==> run_1/final_placement.png <==
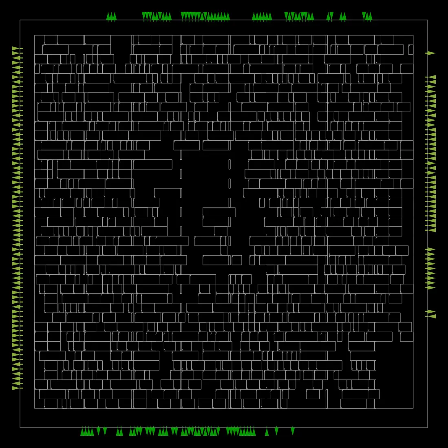
==> run_1/registers.png <==
(2 px per um) Other sequential cells in the stronger grey, the rest of the logic in the fainter grey.
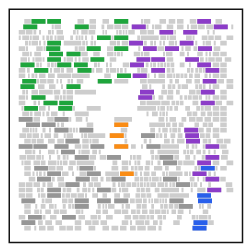
==> run_1/cell_classes.png <==
(2 px per um)
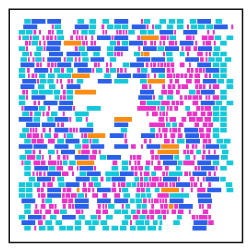
==> run_1/port_nets.png <==
(4 px per um)
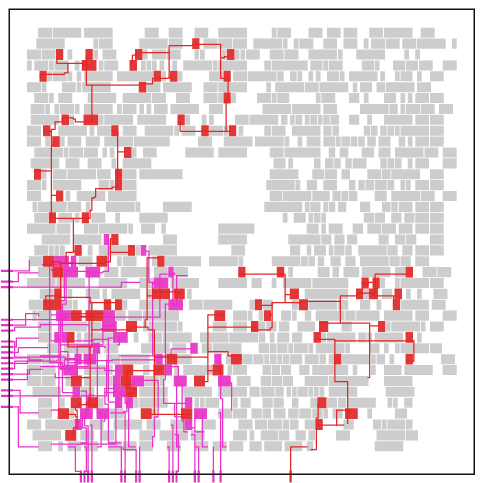
$ cat src/rtl/lsu_bus_ctrl_if.sv
// lsu_bus_ctrl_if
// Data-memory bus between the load/store unit (master) and a
// variable-latency data memory (slave).
//   bus_req   master->slave  request valid, held until ack or abort
//   bus_we    master->slave  1 = write
//   bus_be    master->slave  byte enables, be[0] = byte 0 (little-endian)
//   bus_addr  master->slave  word-aligned byte address
//   bus_wdata master->slave  store data, replicated to lanes
//   bus_rdata slave->master  read word, valid with bus_ack
//   bus_ack   slave->master  single-cycle completion pulse
interface lsu_bus_ctrl_if #(
  parameter int AW = 32
);
  logic          bus_req;
  logic          bus_we;
  logic [3:0]    bus_be;
  logic [AW-1:0] bus_addr;
  logic [31:0]   bus_wdata;
  logic [31:0]   bus_rdata;
  logic          bus_ack;

  modport master (
    output bus_req, bus_we, bus_be, bus_addr, bus_wdata,
    input  bus_rdata, bus_ack
  );

  modport slave (
    input  bus_req, bus_we, bus_be, bus_addr, bus_wdata,
    output bus_rdata, bus_ack
  );
endinterface

$ cat src/rtl/lsu_bus_ctrl.sv
// lsu_bus_ctrl
// Load/store unit between the decoder/ALU and the data-memory bus. Decodes
// MemWrite/LAddr, checks alignment, runs a req/ack handshake with a timeout
// and returns sign/zero-extended load data.
// Ports:
//   clk, rst          clock and synchronous active-high reset
//   mem_read          load in execute (WDSel[0])
//   MemWrite[1:0]     00 none, 01 sw, 10 sb, 11 sh
//   LAddr[2:0]        000 lw, 001 lb, 010 lbu, 011 lh, 100 lhu, else lw
//   addr, wdata       effective address and store data
//   rdata             extended load result
//   stall             freeze PC/regfile while an access is in flight
//   misalign, bus_err one-cycle status pulses
//   bus               master side of lsu_bus_ctrl_if
module lsu_bus_ctrl #(
  parameter int TIMEOUT = 16,
  parameter int AW      = 32
) (
  input  logic          clk,
  input  logic          rst,
  input  logic          mem_read,
  input  logic [1:0]    MemWrite,
  input  logic [2:0]    LAddr,
  input  logic [AW-1:0] addr,
  input  logic [31:0]   wdata,
  output logic [31:0]   rdata,
  output logic          stall,
  output logic          misalign,
  output logic          bus_err,
  lsu_bus_ctrl_if.master bus
);

  localparam int CW = $clog2(TIMEOUT) + 1;
  localparam logic [CW-1:0] CNT_LAST = CW'(TIMEOUT - 1);

  typedef enum logic [1:0] {IDLE, REQ, DONE} state_t;

  state_t        state, state_nxt;
  logic [CW-1:0] cnt;
  logic          is_write, access, aligned, start;
  logic [1:0]    size;
  logic [3:0]    be_nxt;
  logic [31:0]   wdata_nxt;
  logic [31:0]   ext_data;
  logic [7:0]    byte_sel;
  logic [15:0]   half_sel;
  logic          bus_req_c;

  logic          we_q;
  logic [3:0]    be_q;
  logic [AW-1:0] addr_q;
  logic [31:0]   wdata_q;
  logic [1:0]    lat_off;
  logic [2:0]    lat_type;
  logic          lat_read;

  assign bus.bus_req   = bus_req_c;
  assign bus.bus_we    = we_q;
  assign bus.bus_be    = be_q;
  assign bus.bus_addr  = addr_q;
  assign bus.bus_wdata = wdata_q;

  // Access decode. size: 0 = byte, 1 = half, 2 = word. A write overrides
  // a simultaneous read.
  always_comb begin
    is_write = (MemWrite != 2'b00);
    access   = mem_read | is_write;
    size     = 2'd2;
    if (is_write) begin
      case (MemWrite)
        2'b10:   size = 2'd0;
        2'b11:   size = 2'd1;
        default: size = 2'd2;
      endcase
    end else begin
      case (LAddr)
        3'b001, 3'b010: size = 2'd0;
        3'b011, 3'b100: size = 2'd1;
        default:        size = 2'd2;
      endcase
    end

    aligned   = 1'b1;
    be_nxt    = 4'b1111;
    wdata_nxt = wdata;
    case (size)
      2'd0: begin
        be_nxt    = 4'b0001 << addr[1:0];
        wdata_nxt = {4{wdata[7:0]}};
      end
      2'd1: begin
        aligned   = ~addr[0];
        be_nxt    = addr[1] ? 4'b1100 : 4'b0011;
        wdata_nxt = {2{wdata[15:0]}};
      end
      default: aligned = (addr[1:0] == 2'b00);
    endcase
  end

  // Lane selection uses the offset latched at issue, not the live address.
  always_comb begin
    byte_sel = bus.bus_rdata[{lat_off, 3'b000} +: 8];
    half_sel = lat_off[1] ? bus.bus_rdata[31:16] : bus.bus_rdata[15:0];
    case (lat_type)
      3'b001:  ext_data = {{24{byte_sel[7]}}, byte_sel};
      3'b010:  ext_data = {24'h0, byte_sel};
      3'b011:  ext_data = {{16{half_sel[15]}}, half_sel};
      3'b100:  ext_data = {16'h0, half_sel};
      default: ext_data = bus.bus_rdata;
    endcase
  end

  // Next state and status outputs. Reset masks everything so bus_req and
  // stall drop in the same cycle rst is raised.
  always_comb begin
    state_nxt = state;
    stall     = 1'b0;
    misalign  = 1'b0;
    bus_err   = 1'b0;
    bus_req_c = 1'b0;
    start     = 1'b0;
    case (state)
      IDLE: begin
        if (access) begin
          if (aligned) begin
            stall     = 1'b1;
            start     = 1'b1;
            state_nxt = REQ;
          end else begin
            misalign = 1'b1;
          end
        end
      end
      REQ: begin
        stall     = 1'b1;
        bus_req_c = 1'b1;
        if (bus.bus_ack) begin
          state_nxt = DONE;
        end else if (cnt == CNT_LAST) begin
          bus_err   = 1'b1;
          state_nxt = DONE;
        end
      end
      DONE:    state_nxt = IDLE;
      default: state_nxt = IDLE;
    endcase
    if (rst) begin
      state_nxt = IDLE;
      stall     = 1'b0;
      misalign  = 1'b0;
      bus_err   = 1'b0;
      bus_req_c = 1'b0;
      start     = 1'b0;
    end
  end

  always_ff @(posedge clk) begin
    if (rst) begin
      state    <= IDLE;
      cnt      <= '0;
      we_q     <= 1'b0;
      be_q     <= 4'b0000;
      addr_q   <= '0;
      wdata_q  <= 32'h0;
      lat_off  <= 2'b00;
      lat_type <= 3'b000;
      lat_read <= 1'b0;
      rdata    <= 32'h0;
    end else begin
      state <= state_nxt;
      if (start) begin
        we_q     <= is_write;
        be_q     <= be_nxt;
        addr_q   <= {addr[AW-1:2], 2'b00};
        wdata_q  <= wdata_nxt;
        lat_off  <= addr[1:0];
        lat_type <= LAddr;
        lat_read <= ~is_write;
        cnt      <= '0;
      end else if (state == REQ) begin
        cnt <= cnt + 1'b1;
      end else begin
        cnt <= '0;
      end
      if (state == REQ) begin
        if (bus.bus_ack) begin
          if (lat_read) rdata <= ext_data;
        end else if (cnt == CNT_LAST) begin
          rdata <= 32'h0;
        end
      end
    end
  end

endmodule
$ cat src/flat_wrapper.sv
// flat-port wrapper written by rule: the top's interface ports become plain ports
module lsu_bus_ctrl_flat 
#(
  parameter int TIMEOUT = 16,
  parameter int AW      = 32
)
  (clk, rst, mem_read, MemWrite, LAddr, addr, wdata, rdata, stall, misalign, bus_err, bus_bus_req, bus_bus_we, bus_bus_be, bus_bus_addr, bus_bus_wdata, bus_bus_rdata, bus_bus_ack);
  lsu_bus_ctrl_if #(.AW(AW)) bus_i ();
  input  logic clk;
  input  logic rst;
  input  logic mem_read;
  input  logic [1:0] MemWrite;
  input  logic [2:0] LAddr;
  input  logic [AW-1:0] addr;
  input  logic [31:0] wdata;
  output logic [31:0] rdata;
  output logic stall;
  output logic misalign;
  output logic bus_err;
  output wire logic [$bits(bus_i.bus_req)-1:0] bus_bus_req;
  output wire logic [$bits(bus_i.bus_we)-1:0] bus_bus_we;
  output wire logic [$bits(bus_i.bus_be)-1:0] bus_bus_be;
  output wire logic [$bits(bus_i.bus_addr)-1:0] bus_bus_addr;
  output wire logic [$bits(bus_i.bus_wdata)-1:0] bus_bus_wdata;
  input wire logic [$bits(bus_i.bus_rdata)-1:0] bus_bus_rdata;
  input wire logic [$bits(bus_i.bus_ack)-1:0] bus_bus_ack;
  assign bus_bus_req = bus_i.bus_req;
  assign bus_bus_we = bus_i.bus_we;
  assign bus_bus_be = bus_i.bus_be;
  assign bus_bus_addr = bus_i.bus_addr;
  assign bus_bus_wdata = bus_i.bus_wdata;
  assign bus_i.bus_rdata = bus_bus_rdata;
  assign bus_i.bus_ack = bus_bus_ack;
  lsu_bus_ctrl #(.TIMEOUT(TIMEOUT), .AW(AW)) u_core (.clk(clk), .rst(rst), .mem_read(mem_read), .MemWrite(MemWrite), .LAddr(LAddr), .addr(addr), .wdata(wdata), .rdata(rdata), .stall(stall), .misalign(misalign), .bus_err(bus_err), .bus(bus_i));
endmodule
$ cat config.mk
export PLATFORM = sky130hd
export DESIGN_NAME = lsu_bus_ctrl_flat
export DESIGN_NICKNAME = d
export VERILOG_FILES = /design/src/rtl/lsu_bus_ctrl_if.sv /design/src/rtl/lsu_bus_ctrl.sv /design/src/flat_wrapper.sv
export SDC_FILE = /design/constraint.sdc
export NUM_CORES = 1
export LEC_CHECK = 0
export CAP_MARGIN = 40
export CORE_MARGIN = 4
export CORE_UTILIZATION = 43
export CTS_CLUSTER_DIAMETER = 60
export DETAILED_ROUTE_END_ITERATION = 10
export MAX_ROUTING_LAYER = met4
export PLACE_DENSITY_LB_ADDON = 0.2
export SLEW_MARGIN = 20
export SYNTH_ARGS = -nofsm -noshare
export SYNTH_HDL_FRONTEND = slang
export SYNTH_SLANG_ARGS = --single-unit
$ cat constraint.sdc
create_clock -name clk -period 2.4 [get_ports clk]
set_clock_uncertainty 0.15 [all_clocks]
set_input_delay 0.36 -clock clk [delete_from_list [all_inputs] [get_ports clk]]
set_output_delay 0.36 -clock clk [all_outputs]
set_load 0.01 [all_outputs]
==> results.ini, run 1 <==
[run_status]
status=completed

[worst_setup_path]
crit_path_max_incr_delay_ps=460
critPathBufInv=3
r2r_end=u_core.rdata[6]
cp_max_fo=6
r2r_setup_slack_ps=240
required_ps=1890

[drt]
wire_per_inst_um=16.38
route.met2.wl_um=7779
top_layer_used=met4
first_pass_iters=4

[cells_and_area]
num_antenna_cells=0
fill_cells=961
lay_top_cells=200 x clkdlybuf4s50_1, 126 x nand2_1, 112 x dfxtp_1
fin_area_mm2=0.007812
dominant_cells=buffers
instances_no_fill=978
layout.nets=937

[place]
placed_area_mm2=0.007438
port_buffers=207

[hold_path]
hold_end=u_core.cnt[0]

[synthesis]
ys_async_sr_fraction=0
top_logic_kind=AND-OR/OR-AND gates
ys.warnings.count=0
synth-main-ff-cell=dfxtp_1
top_cells_by_count=126 x nand2_1, 112 x dfxtp_1, 74 x a21oi_1

[run]
maxCapViolations=0
warnings=26

[floorplan]
die_area_mm2=0.01342
die_height_um=115.9
core_area_mm2=0.01142

[global_route]
grtUsageTotal=0.2421
use_met2=0.3978

[final_timing]
finalHoldViolCount=0
slew_viol_final=0
fmax_mhz=424.2
min_period_ps=2358

[clock_tree]
clock_latency_ps=340

[power]
p_seq_frac=0.412
p_total_mw=4.980
p_comb_mw=1.33
maxPowerGroup=registers
p_clk_frac=0.320

Back to the opening pictures, final_placement.png:
row count: 39
Finished Core Util: 0.6842

Back to the opening pictures, registers.png:
- `u_core.bus.bus_addr`: green (flops 30)
- `u_core.cnt`: blue (flops 5; where south-east)
- `u_core.rdata`: purple (flops 32)
- `u_core.bus.bus_be`: orange (flops 4; where centre)

Back to the opening pictures, cell_classes.png:
- all other logic: magenta (cells 454)
- flip-flops: blue (cells 112)
- clock drivers and dummy loads: orange (cells 16)
- other buffers and delay cells: cyan (cells 253)

Back to the opening pictures, port_nets.png:
- `rst`: red (bits 1; direction input; edge south; end cells 86; wire 733 um)
- `wdata`: magenta (bits 32; direction input; edge 17 west, 15 south; end cells 40; wire 1120 um)

## Run 2: what changed since run 1
--- a/config.mk
+++ b/config.mk
@@ -12,6 +12,7 @@
 export DETAILED_ROUTE_END_ITERATION = 10
 export MAX_ROUTING_LAYER = met4
 export PLACE_DENSITY_LB_ADDON = 0.2
+export REMOVE_ABC_BUFFERS = 1
 export SLEW_MARGIN = 20
 export SYNTH_ARGS = -nofsm -noshare
 export SYNTH_HDL_FRONTEND = slang
==> run 2 against run 1 <==
  * Synthesized cell count unchanged
  * Via count down 0.23%
  * Area after synthesis unchanged
  * Register-to-register slack better by 100 ps
  * Core utilization down 0.85 points
  * Worst hold slack better by 61 ps
  * Critical path depth up 2
  * Fmax up 2.3%
  * Combinational power down 5%
  * Critical path type unchanged
  * Die size unchanged
  * Largest power group unchanged
  * Critical endpoint unchanged
  * Non-clock buffer count down 2
==> results.ini, run 2 <==
[run_status]
status=completed

[place]
placed_area_mm2=0.007392  ; -0.62%
port_buffers=207  ; unchanged

[drt]
first_pass_iters=5  ; +1
wire_per_inst_um=16.46  ; +0.46%
route.met2.wl_um=7849  ; +0.90%
top_layer_used=met4

[global_route]
use_met2=0.3985  ; +0.0007672
grtUsageTotal=0.2409  ; -0.001196
antenna_found_initial=0

[clock_tree]
clock_sinks=112
clock_latency_ps=340  ; about the same

[cells_and_area]
lay_top_cells=199 x clkdlybuf4s50_1, 126 x nand2_1, 112 x dfxtp_1
utilization=0.6757  ; -0.008547
instances_no_fill=976  ; -0.20%
dominant_cells=multi-input combinational cells
layout.nets=935  ; -0.21%
fill_cells=981  ; +2.1%

[worst_setup_path]
crit_path_max_incr_delay_ps=510  ; +50 ps
r2r_setup_slack_ps=340  ; +100 ps
r2r_end=u_core.rdata[8]
cp_max_fo=3  ; -3
critPathBufInv=4  ; +1

[synthesis]
ys_async_sr_fraction=0  ; unchanged
top_logic_kind=AND-OR/OR-AND gates
synth-main-ff-cell=dfxtp_1
adder_share=0.005003
yosys_area_mm2=0.005002
ys.warnings.count=0  ; unchanged

[run]
warnings=25  ; -3.8%
maxCapViolations=0  ; unchanged

[floorplan]
die_area_mm2=0.01342  ; unchanged
io_pins=210
rows=39  ; unchanged
die_height_um=115.9  ; unchanged
core_area_mm2=0.01142  ; unchanged

[power]
p_seq_frac=0.424  ; +0.012
p_comb_mw=1.26  ; -5%
peakVddDrop_mv=0.3768
p_total_mw=4.873  ; -2.2%
p_clk_frac=0.317  ; -0.003
maxPowerGroup=registers

[final_timing]
slew_viol_final=0  ; unchanged
fmax_mhz=433.8  ; +2.3%
rsz0062_at_grt=false
min_period_ps=2305  ; -52.46 ps
finalHoldViolCount=0  ; unchanged

[hold_path]
hold_end=u_core.cnt[0]

==> run_2/clock_map.png <==
(2 px per um)
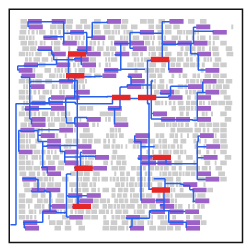
- clock wires: blue (length 1340 um)
- cells driving clock nets: red (count 9)
- flip-flops: purple (count 112)
- flops lie: all over the die

==> run_2/port_nets.png <==
(4 px per um)
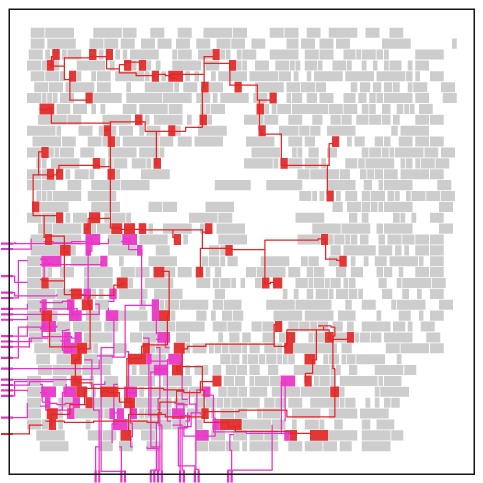
- `wdata`: magenta (bits 32; direction input; edge 18 west, 14 south; end cells 40; wire 938 um)
- `rst`: red (bits 1; direction input; edge west; end cells 86; wire 889 um)

No activity file was given, so power comes from the tool's default toggle rates.
